===== src/rtl/dma_timing_control_pkg.sv =====
// Shared encodings for the 8237A transfer-timing block (states, transfer type, mode).
// Constants only; no latency.
// No flow control; used by the timing FSM and the strobe decoder.
package dma_timing_control_pkg;

   localparam int NUM_CH = 4;
   localparam int CH_W   = 2;

   // Transfer-state encoding, kept as plain constants so legacy code can share it
   localparam logic [2:0] SI = 3'd0;
   localparam logic [2:0] S0 = 3'd1;
   localparam logic [2:0] S1 = 3'd2;
   localparam logic [2:0] S2 = 3'd3;
   localparam logic [2:0] S3 = 3'd4;
   localparam logic [2:0] SW = 3'd5;
   localparam logic [2:0] S4 = 3'd6;

   typedef logic [2:0] stateT;

   // Mode-register transfer type; 2'b11 is illegal and behaves as verify
   typedef enum logic [1:0] {
      VERIFY = 2'b00,
      WRITE  = 2'b01,
      READ   = 2'b10
   } xferTypeT;

   // Mode-register mode; cascade behaves as single here
   typedef enum logic [1:0] {
      DEMAND  = 2'b00,
      SINGLE  = 2'b01,
      BLOCK   = 2'b10,
      CASCADE = 2'b11
   } xferModeT;

   // True while the controller owns the bus for a transfer cycle
   function automatic logic inXfer(input stateT st);
      return (st == S1) || (st == S2) || (st == S3) || (st == SW) || (st == S4);
   endfunction

endpackage


===== src/rtl/dma_strobe_decode.sv =====
// Maps a transfer state and transfer type to the four active-low command strobes.
// Purely combinational; zero latency (the caller registers the result).
// No flow control; READY stretching is handled by the caller holding SW.
module dma_strobe_decode
   import dma_timing_control_pkg::*;
#(
   parameter bit EXTENDED_WRITE = 1'b0
) (
   input  logic [2:0] state,
   input  logic [1:0] xferType,
   output logic       memrN,
   output logic       memwN,
   output logic       iorN,
   output logic       iowN
);

   logic rdPhase;
   logic wrPhase;

   // Read strobe covers S2..SW; write strobe covers S3..SW, or S2..SW when extended
   always_comb begin
      rdPhase = (state == S2) || (state == S3) || (state == SW);
      wrPhase = (state == S3) || (state == SW) || ((state == S2) && EXTENDED_WRITE);
      memrN   = 1'b1;
      memwN   = 1'b1;
      iorN    = 1'b1;
      iowN    = 1'b1;
      if (xferType == READ) begin
         // memory -> I/O
         memrN = !rdPhase;
         iowN  = !wrPhase;
      end else if (xferType == WRITE) begin
         // I/O -> memory
         iorN  = !rdPhase;
         memwN = !wrPhase;
      end
      // verify and the illegal code run full timing with no strobes
   end

endmodule


===== src/rtl/dma_timing_control.sv =====
// 8237A transfer timing: HRQ/HLDA handshake and SI/S0/S1/S2/S3/SW/S4 sequencing.
// All outputs registered; they change on the edge that enters each state (HRQ one cycle after request).
// READY low holds the cycle in SW; HLDA gates bus ownership; EOP/TC end the service after S4.
module dma_timing_control #(
   parameter int NUM_CH         = 4,
   parameter int CH_W           = 2,
   parameter bit EXTENDED_WRITE = 1'b0
) (
   input  logic              CLK,
   input  logic              RESET,
   input  logic              validDREQ,
   input  logic [CH_W-1:0]   grantCh,
   input  logic [1:0]        xferType,
   input  logic [1:0]        xferMode,
   input  logic              autoInit,
   input  logic              HLDA,
   input  logic              READY,
   input  logic              EOP_n,
   input  logic              lastXfer,
   output logic              HRQ,
   output logic [NUM_CH-1:0] DACK,
   output logic              AEN,
   output logic              ADSTB,
   output logic              MEMR_n,
   output logic              MEMW_n,
   output logic              IOR_n,
   output logic              IOW_n,
   output logic              addrUpdate,
   output logic              TC,
   output logic              reloadReq,
   output logic [CH_W-1:0]   activeCh
);

   import dma_timing_control_pkg::*;

   stateT             state;
   stateT             stateNxt;
   logic [1:0]        typeQ;
   logic [1:0]        typeNxt;
   logic [1:0]        modeQ;
   logic [1:0]        modeNxt;
   logic              autoQ;
   logic              autoNxt;
   logic [CH_W-1:0]   chNxt;
   logic              eopSeen;
   logic              eopNxt;
   logic              hldaLost;
   logic              hldaNxt;
   logic              endFlag;
   logic              xferNxt;
   logic [NUM_CH-1:0] dackNxt;
   logic              memrNxt;
   logic              memwNxt;
   logic              iorNxt;
   logic              iowNxt;

   // Next-state, channel latching and end-of-service bookkeeping
   always_comb begin
      stateNxt = state;
      chNxt    = activeCh;
      typeNxt  = typeQ;
      modeNxt  = modeQ;
      autoNxt  = autoQ;
      eopNxt   = eopSeen;
      hldaNxt  = hldaLost;
      // TC is high only while in S4, so it doubles as "this was the last word"
      endFlag  = TC || eopSeen || !EOP_n;

      case (state)
         SI: begin
            if (validDREQ) stateNxt = S0;
         end
         S0: begin
            if (HLDA) begin
               // the channel and its mode are frozen here for the whole service
               stateNxt = S1;
               chNxt    = grantCh;
               typeNxt  = xferType;
               modeNxt  = xferMode;
               autoNxt  = autoInit;
            end else if (!validDREQ) begin
               stateNxt = SI;
            end
         end
         S1: stateNxt = S2;
         S2: stateNxt = S3;
         S3, SW: stateNxt = READY ? S4 : SW;
         S4: begin
            if (endFlag || hldaLost || !HLDA) begin
               stateNxt = SI;
            end else if (modeQ == BLOCK) begin
               stateNxt = S1;
            end else if ((modeQ == DEMAND) && validDREQ && (grantCh == activeCh)) begin
               stateNxt = S1;
            end else begin
               stateNxt = SI;
            end
         end
         default: stateNxt = SI;
      endcase

      // EOP and a lost HLDA are remembered so the cycle can finish before acting on them
      if ((state == S1) || (state == S2) || (state == S3) || (state == SW)) begin
         if (!EOP_n) eopNxt  = 1'b1;
         if (!HLDA)  hldaNxt = 1'b1;
      end
      if (stateNxt == SI) begin
         eopNxt  = 1'b0;
         hldaNxt = 1'b0;
      end
   end

   // Output values for the state being entered
   always_comb begin
      xferNxt = inXfer(stateNxt);
      dackNxt = '0;
      if (xferNxt) dackNxt[chNxt] = 1'b1;
   end

   dma_strobe_decode #(
      .EXTENDED_WRITE (EXTENDED_WRITE)
   ) uStrobe (
      .state    (stateNxt),
      .xferType (typeNxt),
      .memrN    (memrNxt),
      .memwN    (memwNxt),
      .iorN     (iorNxt),
      .iowN     (iowNxt)
   );

   // State, latched channel attributes and registered outputs
   always_ff @(posedge CLK or posedge RESET) begin
      if (RESET) begin
         state      <= SI;
         typeQ      <= 2'b00;
         modeQ      <= 2'b00;
         autoQ      <= 1'b0;
         eopSeen    <= 1'b0;
         hldaLost   <= 1'b0;
         activeCh   <= '0;
         HRQ        <= 1'b0;
         DACK       <= '0;
         AEN        <= 1'b0;
         ADSTB      <= 1'b0;
         MEMR_n     <= 1'b1;
         MEMW_n     <= 1'b1;
         IOR_n      <= 1'b1;
         IOW_n      <= 1'b1;
         addrUpdate <= 1'b0;
         TC         <= 1'b0;
         reloadReq  <= 1'b0;
      end else begin
         state      <= stateNxt;
         typeQ      <= typeNxt;
         modeQ      <= modeNxt;
         autoQ      <= autoNxt;
         eopSeen    <= eopNxt;
         hldaLost   <= hldaNxt;
         activeCh   <= chNxt;
         HRQ        <= (stateNxt != SI);
         DACK       <= dackNxt;
         AEN        <= xferNxt;
         ADSTB      <= (stateNxt == S1);
         MEMR_n     <= memrNxt;
         MEMW_n     <= memwNxt;
         IOR_n      <= iorNxt;
         IOW_n      <= iowNxt;
         addrUpdate <= (stateNxt == S4);
         TC         <= (stateNxt == S4) && lastXfer;
         reloadReq  <= (stateNxt == S4) && lastXfer && autoNxt;
      end
   end

endmodule


===== config.mk =====
export PLATFORM = sky130hd
export DESIGN_NAME = dma_timing_control
export DESIGN_NICKNAME = d
export VERILOG_FILES = /design/src/rtl/dma_timing_control_pkg.sv /design/src/rtl/dma_strobe_decode.sv /design/src/rtl/dma_timing_control.sv
export SDC_FILE = /design/constraint.sdc
export NUM_CORES = 1
export LEC_CHECK = 0
export CAP_MARGIN = 20
export CORE_ASPECT_RATIO = 0.8
export CORE_UTILIZATION = 30
export DETAILED_ROUTE_END_ITERATION = 8
export GPL_TIMING_DRIVEN = 0
export HOLD_SLACK_MARGIN = 0.02
export PLACE_DENSITY = 0.52
export SETUP_SLACK_MARGIN = 0.1
export SLEW_MARGIN = 20
export SYNTH_ARGS = -nofsm -noshare
export SYNTH_HDL_FRONTEND = slang
export SYNTH_SLANG_ARGS = --single-unit

===== constraint.sdc =====
create_clock -name CLK -period 2.2 [get_ports CLK]
set_input_delay 0.22 -clock CLK [delete_from_list [all_inputs] [get_ports CLK]]
set_output_delay 0.22 -clock CLK [all_outputs]
set_load 0.01 [all_outputs]

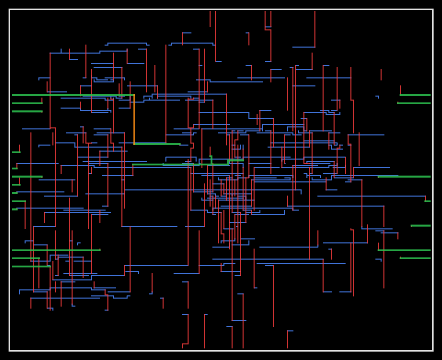
Fig. 1. Routed metal, one colour a layer.
Scale: 6 px per µm.
| colour | layer | wire length |
|---|---|---|
| blue | metal 1 | 1020 µm |
| red | metal 2 | 920 µm |
| orange | metal 4 | 8.20 µm |
| green | metal 3 | 130 µm |
GRT Overall Usage: 12.07%
via count: 766
drt wl/cell: 12.49 µm
wirelength, routed: 2074 µm

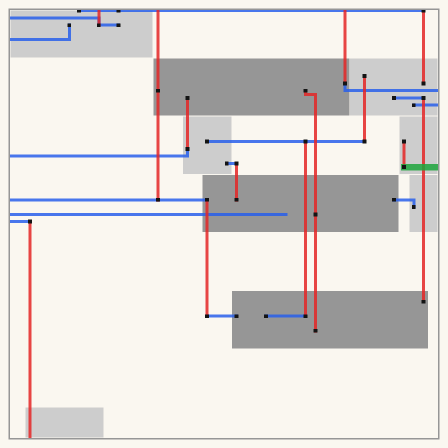
Fig. 2. Close-up of the layout.
Region (43, 4) to (63, 24) µm. Cells in grey, sequential cells in the stronger grey; small squares are vias.
| colour | layer |
|---|---|
| blue | metal 1 |
| green | metal 3 |
| red | metal 2 |
cells with their middle in the window: 7
most frequent: dfrtp_1 (3)
sequential cells in the window: 3

==> Changelog: implementation <==
### Implementation results

- Critical path class: primary input to flip-flop
- Nets: 140
- Post-route minimum period: 1.825 ns
- CTS Buf Count: 3
- Yosys cell count: 92
- Share of layout cells above drive strength 1: 15.32%
- Max FO, Critical Path: 10
- Setup TNS: 0 ns
- Final Setup Violations: 0
- Worst Reg2Reg Path Length in Cells: 6
- Max Buffers Root-to-Sink: 2
- Initial Util: 32.08%
- CP startpoint kind: primary input
- Cts repair resizes: 0
- Setup Buffers After CTS: 0
- Synthesis-to-layout area growth: 34.26%
- Peak supply drop: 0.5007 mV
- LEAKAGE: 0.0006444 µW
- Ys async rst share: 100.0%
- Max-slew headroom: 39.01%
- IO Pins: 30
- Iteration-0 DRC Markers: 35
- Synth Warn #: 0
- Endpoint class of the critical path: flip-flop
- Post-synthesis cell count: 92
- Tcrit/Tclk final: 82.97%
- Core Rows: 19
- Global route overflow: 0
- Power, Total: 1943 µW
- DIE AREA: 3987 µm²
- First-pass GRT wire length: 3698 µm
- Hold Violations, Final: 0
- Chip Area, Yosys: 1121 µm²
- Clock sinks: 26
- Vias per inst: 4.614
- Required @ worst endpoint: 2.38 ns
- Die width: 70.35 µm
- Clock root buffer: clkbuf_8
- Synth Seq Share: 58.48%
- CTS tree: yes
- Crit path arrival time: 2.01 ns
- Final non-filler cell total: 166
- Count of tool warnings: 26
- Hold-fix buffers, CTS: 0
- Die Y-Extent: 56.68 µm
- Post-synth top flop: dfrtp_1
- Outcome: complete, no violations
- Cell Count Post-Placement: 163
- Worst-path clk slew: 0.08 ns
- DRT Pass-1 Iters: 2
- IO Port Bufs: 29
- Residual DRC: 0
- Max Fclk: 547.9 MHz
- Antenna diodes: 0
- Syn Nets: 106
- Final Wtd Congestion: 0.7600
- HP Class: primary input to asynchronous set/reset pin
- Syn avg cell area: 12.19 µm²
- Dpl cell area: 1464 µm²
- Vias in the first global route: 800
- Worst hold margin: 0.3437 ns
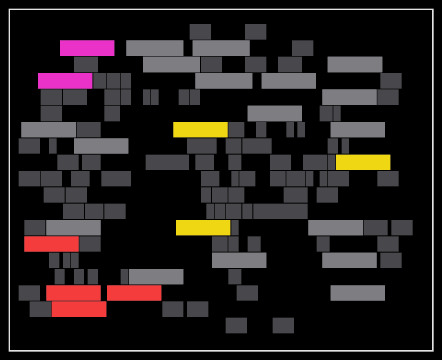
Fig. 3. Sequential cells grouped by signal name.
Scale: 6 px per µm. Other sequential cells in the stronger grey, the rest of the logic in the fainter grey.
| colour | name in the netlist | placed flops |
|---|---|---|
| yellow | state | 3 |
| red | DACK | 4 |
| magenta | typeQ | 2 |
not coloured: 17
Seq/total area: 43.56%
Register Area: 655.6 µm²
fin util: 43.07%

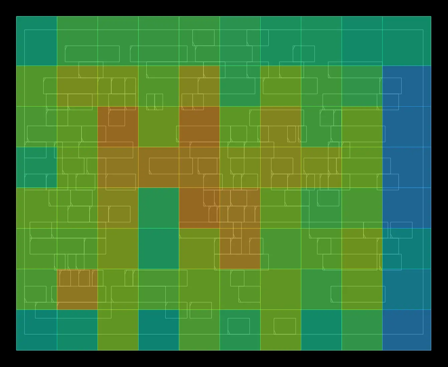
Fig. 4. Routing congestion.
Global Route met3 Usage: 4.488%
Most Crowded Layer GR: met2
routing usage on met2: 18.91%
GR met1 Demand/Resource: 16.30%

[final timing paths]
kind                               start  slack, ns          end
worst min register to register     autoQ       0.51        autoQ
worst max-delay path                HLDA       0.37      DACK[2]
worst min-delay path               RESET       0.34  activeCh[1]
max in group asynchronous          RESET       1.44     state[0]
min in group CLK                   autoQ       0.51        autoQ
worst max register to register  state[1]       0.42      DACK[2]
[cells in the final DEF (no fill, tap or decap), types with 2 or more instances in the layout]
master	synthesis	layout
buf_6	2	2
clkdlybuf4s50_1	0	29
dfrtp_1	22	22
nand3_1	2	2
inv_1	6	5
nor3_1	4	4
nand2b_1	2	2
clkbuf_8	0	3
a21o_1	3	3
a21oi_1	5	5
o21ai_0	2	2
nor2b_1	2	2
mux2_2	5	5
and2_1	2	2
xnor2_1	3	3
nand2_1	4	4
nor2_1	6	6
dfstp_2	4	4
mux2i_1	2	2
nand3b_1	3	3
[area by class of cell]
cell class | count | area (µm²)
Clock buffer | 3 | 41.29
Inverter | 6 | 22.52
Tap cell | 42 | 52.55
Buffer | 3 | 27.53
Sequential cell | 26 | 655.6
Multi-Input combinational cell | 57 | 415.4
Timing Repair Buffer | 29 | 290.3
Fill cell | 339 | 1989
[cell usage after synthesis, drive strengths merged (3+ instances only)]
library cell	number	area [µm²]
nor3	4	20.02
buf	3	27.52
dfstp	4	105.1
nand2	4	15.01
xnor2	3	26.28
nor2	6	22.52
dfrtp	22	550.5
mux2	5	56.30
a21o	3	22.52
inv	6	22.52
a21oi	6	33.78
nand3b	3	22.52
[flip-flops by register name (all words and copies together) (netlist names)]
register,cells
hldaLost,1
eopSeen,1
autoQ,1
MEMW_n,1
ADSTB,1
MEMR_n,1
typeQ,2
HRQ,1
IOR_n,1
AEN,1
TC,1
IOW_n,1
modeQ,2
addrUpdate,1
DACK,4
reloadReq,1
state,3
activeCh,2
[worst max-delay path, cell delays in order]
cell and delay, ns:
clkdlybuf4s50_1 0.59, nor4bb_4 0.39, buf_6 0.20, mux2i_1 0.30
inv_1 0.11, nor3_1 0.20
[cells by family (layout without fill, tap and decap cells)]
logic type      after synthesis  in the layout  synth area share, %
xor+xnor                      3              3                2.344
mux                           7              7                6.808
simple gates                 31             31                17.30
compound gates               16             16                10.60
buf+inv                       9             41                4.464
flops                        26             26                58.48
[per-layer routing]
layer  global-route usage [%]  share of wire (%)  vias to the layer above
li1                         -                  -                      378
met1                    16.30                 49                      363
met2                    18.91                 44                       23
met3                    4.488                6.3                        2
met4                    1.714               0.39                        0
met5                        0                  0                        -
[stage by stage]
stage	setup WS (ns)	utilization, %
6_report	0.3747	43.07
5_1_grt	0.2320	43.07
3_5_place_dp	0.07960	41.89
4_1_cts	0.3685	43.07
3_3_place_gp	0.1028	41.89
2_1_floorplan	0.6398	-
[report_power, final]
part	total [µW]	switching, µW	internal, µW
clock network	260	138	122
registers	777	98.5	678
logic	906	439	467
total	1940	676	1270
No activity file was given, so power comes from the tool's default toggle rates.
